Fig. 1: met1 routing
Scale bar: 20 um.
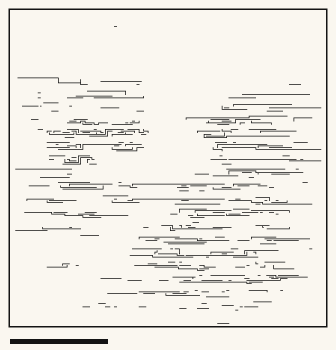
Fig. 2: signal wires on met2
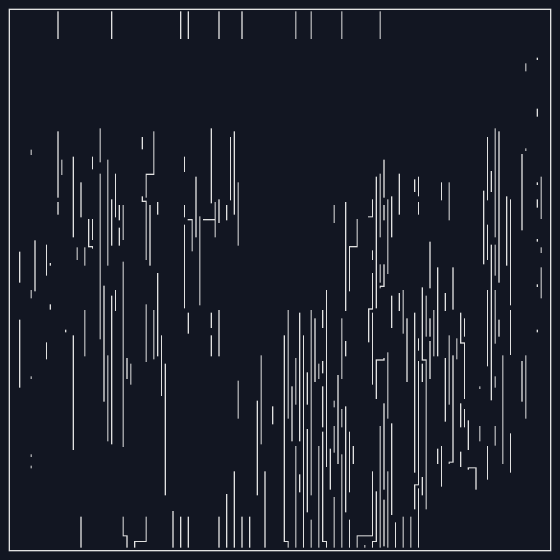
Fig. 3: M3 wires
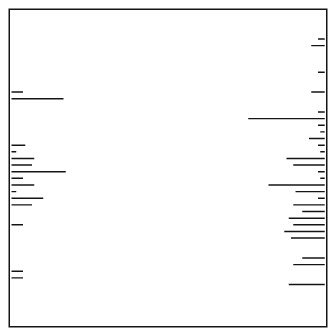
## config.mk

```make
export PLATFORM = sky130hd
export DESIGN_NAME = pipeline_ctrl
export DESIGN_NICKNAME = d
export VERILOG_FILES = /design/src/rtl/pipeline_ctrl.sv
export SDC_FILE = /design/constraint.sdc
export NUM_CORES = 1
export LEC_CHECK = 0
export ABC_AREA = 0
export CAP_MARGIN = 20
export CORE_MARGIN = 1
export CORE_UTILIZATION = 25
export CTS_CLUSTER_DIAMETER = 30
export DETAILED_ROUTE_END_ITERATION = 7
export SETUP_SLACK_MARGIN = 0.5
export SLEW_MARGIN = 15
export SYNTH_ARGS = -nofsm -noshare
export SYNTH_HDL_FRONTEND = slang
export SYNTH_SLANG_ARGS = --single-unit
export TNS_END_PERCENT = 5
```

## constraint.sdc

```tcl
create_clock -name i_clk -period 2.43 [get_ports i_clk]
set_input_delay 0.486 -clock i_clk [delete_from_list [all_inputs] [get_ports i_clk]]
set_output_delay 0.486 -clock i_clk [all_outputs]
set_load 0.01 [all_outputs]
```

## src/rtl/pipeline_ctrl.sv

```systemverilog
// pipeline_ctrl: sequencing and hazard controller for the 5-stage MIPS pipeline.
//
// Drives the PC and IF/ID write enables, the ID/EX bubble, the branch flushes
// and the EX operand forwarding selects. A run/step/halt debug FSM lets the
// debug unit single-step the core and drain it once a HALT reaches ID.
//
// Optional build macro:
//   PIPE_CYCLE_COUNT_EN  when defined, o_cycle_count counts active cycles
//                        (RUN, STEP, DRAIN); otherwise it is tied to zero.
//
// Ports:
//   i_clk, i_rst            clock, asynchronous active-high reset
//   i_debug_mode, i_step    1 = step mode / one-advance request pulse
//   i_halt_id               HALT opcode decoded in ID
//   i_rs_id, i_rt_id        source fields in IF/ID
//   i_rs_ex, i_rt_ex        source fields in ID/EX
//   i_mem_read_ex           ID/EX instruction is a load
//   i_rd_mem, i_reg_write_mem   EX/MEM destination and write flag
//   i_rd_wb, i_reg_write_wb     MEM/WB destination and write flag
//   i_branch_taken          branch resolved taken in MEM
//   o_pc_en, o_if_id_en     PC and IF/ID write enables
//   o_id_ex_bubble          ID/EX loads zero control
//   o_*_flush               stage flushes
//   o_fwd_a, o_fwd_b        EX operand select: 00 regfile, 01 MEM/WB, 10 EX/MEM
//   o_halted                core halted (sticky until reset)
//   o_cycle_count           active-cycle counter
module pipeline_ctrl #(
    parameter int unsigned NB_ADDRESS_REGISTROS = 5,
    parameter int unsigned NB_FWD               = 2,
    parameter int unsigned DRAIN_CYCLES         = 3,
    parameter int unsigned NB_CYCLES            = 32
) (
    input  logic                            i_clk,
    input  logic                            i_rst,
    input  logic                            i_debug_mode,
    input  logic                            i_step,
    input  logic                            i_halt_id,
    input  logic [NB_ADDRESS_REGISTROS-1:0] i_rs_id,
    input  logic [NB_ADDRESS_REGISTROS-1:0] i_rt_id,
    input  logic [NB_ADDRESS_REGISTROS-1:0] i_rs_ex,
    input  logic [NB_ADDRESS_REGISTROS-1:0] i_rt_ex,
    input  logic                            i_mem_read_ex,
    input  logic [NB_ADDRESS_REGISTROS-1:0] i_rd_mem,
    input  logic                            i_reg_write_mem,
    input  logic [NB_ADDRESS_REGISTROS-1:0] i_rd_wb,
    input  logic                            i_reg_write_wb,
    input  logic                            i_branch_taken,
    output logic                            o_pc_en,
    output logic                            o_if_id_en,
    output logic                            o_id_ex_bubble,
    output logic                            o_if_id_flush,
    output logic                            o_id_ex_flush,
    output logic                            o_ex_mem_flush,
    output logic [NB_FWD-1:0]               o_fwd_a,
    output logic [NB_FWD-1:0]               o_fwd_b,
    output logic                            o_halted,
    output logic [NB_CYCLES-1:0]            o_cycle_count
);

    localparam int unsigned DrainW = (DRAIN_CYCLES > 1) ? $clog2(DRAIN_CYCLES) : 1;
    localparam logic [DrainW-1:0] DrainLast = DrainW'(DRAIN_CYCLES - 1);

    localparam logic [NB_FWD-1:0] FwdNone = '0;
    localparam logic [NB_FWD-1:0] FwdWb   = NB_FWD'(1);
    localparam logic [NB_FWD-1:0] FwdMem  = NB_FWD'(2);

    typedef enum logic [2:0] {StWait, StRun, StStep, StDrain, StHalted} state_e;

    state_e            state_q, state_d;
    logic [DrainW-1:0] drain_cnt_q, drain_cnt_d;
    logic              advance;
    logic              stall;
    logic              halt_go;
    logic              flush;

    // EX/MEM wins over MEM/WB; register 0 is hardwired and never forwarded.
    function automatic logic [NB_FWD-1:0] fwd_sel(
        input logic [NB_ADDRESS_REGISTROS-1:0] src,
        input logic [NB_ADDRESS_REGISTROS-1:0] rd_mem,
        input logic                            wr_mem,
        input logic [NB_ADDRESS_REGISTROS-1:0] rd_wb,
        input logic                            wr_wb
    );
        if (wr_mem && (rd_mem != '0) && (rd_mem == src)) begin
            return FwdMem;
        end else if (wr_wb && (rd_wb != '0) && (rd_wb == src)) begin
            return FwdWb;
        end
        return FwdNone;
    endfunction

    assign o_fwd_a = fwd_sel(i_rs_ex, i_rd_mem, i_reg_write_mem, i_rd_wb, i_reg_write_wb);
    assign o_fwd_b = fwd_sel(i_rt_ex, i_rd_mem, i_reg_write_mem, i_rd_wb, i_reg_write_wb);

    assign advance = (state_q == StRun) || (state_q == StStep);
    assign stall   = i_mem_read_ex && (i_rt_ex != '0) &&
                     ((i_rt_ex == i_rs_id) || (i_rt_ex == i_rt_id));
    // A stalled HALT stays in ID and retries; a taken branch kills it.
    assign halt_go = advance && i_halt_id && !i_branch_taken && !stall;

    always_ff @(posedge i_clk or posedge i_rst) begin
        if (i_rst) begin
            state_q     <= StWait;
            drain_cnt_q <= '0;
        end else begin
            state_q     <= state_d;
            drain_cnt_q <= drain_cnt_d;
        end
    end

    always_comb begin
        state_d     = state_q;
        drain_cnt_d = drain_cnt_q;
        unique case (state_q)
            StWait: begin
                if (!i_debug_mode) begin
                    state_d = StRun;
                end else if (i_step) begin
                    state_d = StStep;
                end
            end
            StRun: begin
                if (halt_go) begin
                    state_d     = StDrain;
                    drain_cnt_d = '0;
                end else if (i_debug_mode) begin
                    state_d = StWait;
                end
            end
            StStep: begin
                if (halt_go) begin
                    state_d     = StDrain;
                    drain_cnt_d = '0;
                end else begin
                    state_d = StWait;
                end
            end
            StDrain: begin
                if (drain_cnt_q == DrainLast) begin
                    state_d     = StHalted;
                    drain_cnt_d = '0;
                end else begin
                    drain_cnt_d = drain_cnt_q + DrainW'(1);
                end
            end
            default: ;
        endcase
    end

    always_comb begin
        o_pc_en        = 1'b0;
        o_if_id_en     = 1'b0;
        o_id_ex_bubble = 1'b0;
        flush          = 1'b0;
        unique case (state_q)
            StRun, StStep: begin
                if (i_branch_taken) begin
                    // Branch overrides the stall: refetch from the target.
                    o_pc_en    = 1'b1;
                    o_if_id_en = 1'b1;
                    flush      = 1'b1;
                end else if (stall) begin
                    o_id_ex_bubble = 1'b1;
                end else begin
                    o_pc_en    = 1'b1;
                    o_if_id_en = 1'b1;
                end
            end
            StDrain: begin
                o_id_ex_bubble = 1'b1;
                if (i_branch_taken) begin
                    o_pc_en = 1'b1;
                    flush   = 1'b1;
                end
            end
            default: ;
        endcase
    end

    assign o_if_id_flush  = flush;
    assign o_id_ex_flush  = flush;
    assign o_ex_mem_flush = flush;
    assign o_halted       = (state_q == StHalted);

`ifdef PIPE_CYCLE_COUNT_EN
    logic [NB_CYCLES-1:0] cycle_count_q;
    logic                 count_active;

    assign count_active = advance || (state_q == StDrain);

    always_ff @(posedge i_clk or posedge i_rst) begin
        if (i_rst) begin
            cycle_count_q <= '0;
        end else if (count_active) begin
            cycle_count_q <= cycle_count_q + NB_CYCLES'(1);
        end
    end

    assign o_cycle_count = cycle_count_q;
`else
    assign o_cycle_count = '0;
`endif

endmodule

```

==> run_results.csv <==
group,metric,value,unit
run_status,result_of_the_run,"finished, final reports clean",
cts,tritoncts,"yes",
finish,fraction_of_layout_cells_with_a_size_suffix_above_1,35.6,%
synthesis,synth-async-reset-ratio,100,%
run,drv_cap,0,
grt,grt_pass1_vias,959,
finish,area.sequential,125,um2
finish,clock_network_area_fraction,2.74,%
finish,layout.nets,234,
die,die_height,64.8,um
die,fp_util,26.5,%
finish,antennaDiodeCount,0,
worst_hold_path,holdCritPathClass,"in -> async",
synthesis,synth.yosys.chip_area,985,um2
cts,cts_setup_buffers,3,
finish,lay_top_count,"sky130_fd_sc_hd__conb_1",
critical_path,crit_path_max_fanout,2,
finish,flop-count,5,
critical_path,crit_cells,5,
power_and_ir_drop,cellInternalPower,502,uW
route,highest_layer,"met3",
die,ios,82,
critical_path,worst-endpoint-arrival,1.80,ns
power_and_ir_drop,clkPwrFrac,17.8,%
finish,final_layout_top_logic_cells,"sky130_fd_sc_hd__conb_1 (32), sky130_fd_sc_hd__buf_4 (20), sky130_fd_sc_hd__xnor2_1 (16)",
grt,global_route_wire_length_before_repair,4280,um
final_timing,min_period,2.29,ns
grt,grt_use_total,13.0,%
final_timing,hold-worst-slack,0.470,ns
power_and_ir_drop,combinationalPowerShare,59.9,%
route,antenna_left,0,
synthesis,yosysCellCount,125,
finish,buffer_area_share,37.0,%
critical_path,timing.rr.end,"drain_cnt_q[0]$_DFFE_PP0P_",
critical_path,worstSetupStartpoint,"i_reg_write_mem",
critical_path,crit_path_top_delay_cell,"sky130_fd_sc_hd__clkdlybuf4s50_1",
final_timing,final_min_period_over_clock_period,94.1,%
grt,grt_start_max_net_pins,11,
die,core_area,3720,um2
finish,multi_input_comb_cells,110,
synthesis,syn-instance-count,125,
power_and_ir_drop,seqPwrFrac,22.3,%
critical_path,max_stage_delay,0.50,ns
finish,flip_flop_count_of_the_largest_register_after_layout,3,
grt,grt_util_met2,23.7,%
synthesis,synth_cell_types,32,
synthesis,yosys_most_used_dff,"sky130_fd_sc_hd__dfrtp_1",
synthesis,yosys.area_share.adder,0,%
placement,numPortBuffers,49,
final_timing,worst_clock_skew,0.00195,ns
route,dr.first_iter.drc_count,31,
cts,cts_repair_resize_count,87,
cts,cts_max_path_buffers,2,
placement,globalplace.congestion,0.777,
cts,clock_tree_root_driver_cell,"sky130_fd_sc_hd__clkbuf_8",
run,openroad.warnings,29,
cts,clk-insertion-delay-late,0.22,ns
synthesis,ys_top_logic_family,"buffers and inverters",
synthesis,ys_seq_elements,5,
critical_path,reg2reg_from,"state_q[2]$_DFFE_PP0P_",
route,met2WireLength,1350,um
critical_path,timing.reg2reg.setup_slack,1.01,ns
finish,finalCoreUtilization,44.2,%
synthesis,yosysWarningCount,0,
critical_path,crit_path_cell_trace,"clkdlybuf4s50_1, o21ai_4, buf_6, nor4_4, clkdlybuf4s15_2",
die,die-width,64.8,um
final_timing,final_hold_violating_endpoints,0,
critical_path,worstPathRequired,1.94,ns
synthesis,synthMostInstantiatedCell,"sky130_fd_sc_hd__buf_4",
cts,cts_num_sinks,5,
cts,cts_inserted_buffers,3,
synthesis,post_synth.cell_area_avg,7.88,um2
final_timing,timing_max_transition_violations_final,0,
power_and_ir_drop,worst_ir_drop_vdd,0.622,mV
synthesis,synth-compound-area-share,11.4,%
critical_path,critPathCapture,"o_fwd_b[1]",
finish,clkbuf_count,4,
synthesis,yosysTopAreaCellShare,25.9,%
synthesis,cell_types_with_the_largest_area_share_after_synthesis,"sky130_fd_sc_hd__buf_4 (26%), sky130_fd_sc_hd__xnor2_1 (15%), sky130_fd_sc_hd__dfrtp_1 (13%)",
critical_path,worstSetupStartpointType,"primary input",
cts,cts_max_level,1,
finish,layout.cells.largest_class,"multi-input combinational cells",
route,vias,955,
route,drt-pass1-iter-count,4,
grt,gr-usage-met3,2.82,%
critical_path,worst-setup-path-type,"in -> out",
placement,dp.final_hpwl,2250,um
route,drc,0,
finish,biggestRegsByFlops,"state_q (3), drain_cnt_q (2)",
grt,globalRouteMet1Util,15.6,%
critical_path,timing.reg2reg.worst_path_depth,3,
grt,antenna_found_initial,0,
finish,register_share_of_the_cell_area,7.62,%
die,floorplan.die_area,4190,um2
synthesis,enable_flop_cells,0,
critical_path,cp_num_buf_inv,3,
synthesis,yosys-mux-area-fraction,0,%
synthesis,xor_xnor_fraction_of_synth_area,27.6,%
final_timing,rsz0062_at_grt,"true",
synthesis,common_cells,"sky130_fd_sc_hd__buf_4 (34), sky130_fd_sc_hd__xnor2_1 (17), sky130_fd_sc_hd__xor2_1 (14)",
grt,globalRoute.busiestLayer,"met2",
route,avgRoutedWirePerCell,11.0,um
power_and_ir_drop,power_density,511,nW/um2
power_and_ir_drop,power.total,839,uW
cts,clock_pin_slew_on_the_worst_setup_and_hold_paths,0.03,ns
power_and_ir_drop,netSwitchingPower,337,uW
die,tapcell.inserted,48,
critical_path,end_kind,"output pin",
route,met1_length,1130,um
finish,combGateArea,801,um2
power_and_ir_drop,static-leakage-power,0.000825,uW
finish,area_delta_synth_final,66.7,%
route,viasPerCell,3.95,
route,met3_wirelength,177,um
finish,layout.filler_cells,391,
cts,holdBufCountCts,0,
route,detail_route.wirelength,2650,um
synthesis,synthesized_cell_area,985,um2
synthesis,portion_of_the_post_synthesis_area_used_by_sequential_elements,12.7,%
finish,comb_area_share,48.8,%
power_and_ir_drop,netSwitchingFraction,40.1,%
synthesis,yosysTopAreaCell,"sky130_fd_sc_hd__buf_4",
finish,register_bank_with_the_most_flops,"state_q",
final_timing,setup_violations,0,
finish,inverters,1,
synthesis,post_synth_and_or_nand_nor_area_fraction,18.3,%
critical_path,timing.critical_path.max_delay_family,"buffers and inverters",
finish,signal_buffers,74,
die,number_of_rows_created_at_floorplan,22,
grt,globalRoute.totalOverflow,0,
final_timing,achievable-frequency,437,MHz
About Fig. 1:
The layer holds 43% of the routed length. The longest straight run is 18.9 um. 175 nets have wire on it. The layer carries 1,130 um of wire.

About Fig. 2:
The wires run mostly vertical. The longest straight run is 25.3 um.

About Fig. 3:
The layer carries 178 um of wire. The wires run mostly horizontal. 42 nets have wire on it. The longest straight run is 15.4 um. The layer holds 6.7% of the routed length.

==> power by group through the flow <==
| stage | clock network, uW | logic [uW] | registers, uW |
|---|---|---|---|
| 2_1_floorplan | 0 | 361 | 148 |
| 3_3_place_gp | 0 | 521 | 175 |
| 3_5_place_dp | 0 | 526 | 178 |
| 4_1_cts | 153 | 512 | 178 |
| 5_1_grt | 160 | 554 | 197 |
| 6_report | 149 | 502 | 187 |
==> through the flow <==
step | area, um2 | std cells | TNS [ns] | setup slack, ns
6_report | 1640 | 242 | 0 | 0.144
5_1_grt | 1640 | 242 | 0 | 0.0934
4_1_cts | 1630 | 242 | 0 | 0.0565
3_5_place_dp | 1580 | 235 | -4.28 | -0.730
3_3_place_gp | 1580 | 235 | -4.11 | -0.647
2_1_floorplan | 1160 | 156 | 0 | 0.356
Power and IR drop assume default switching activity.
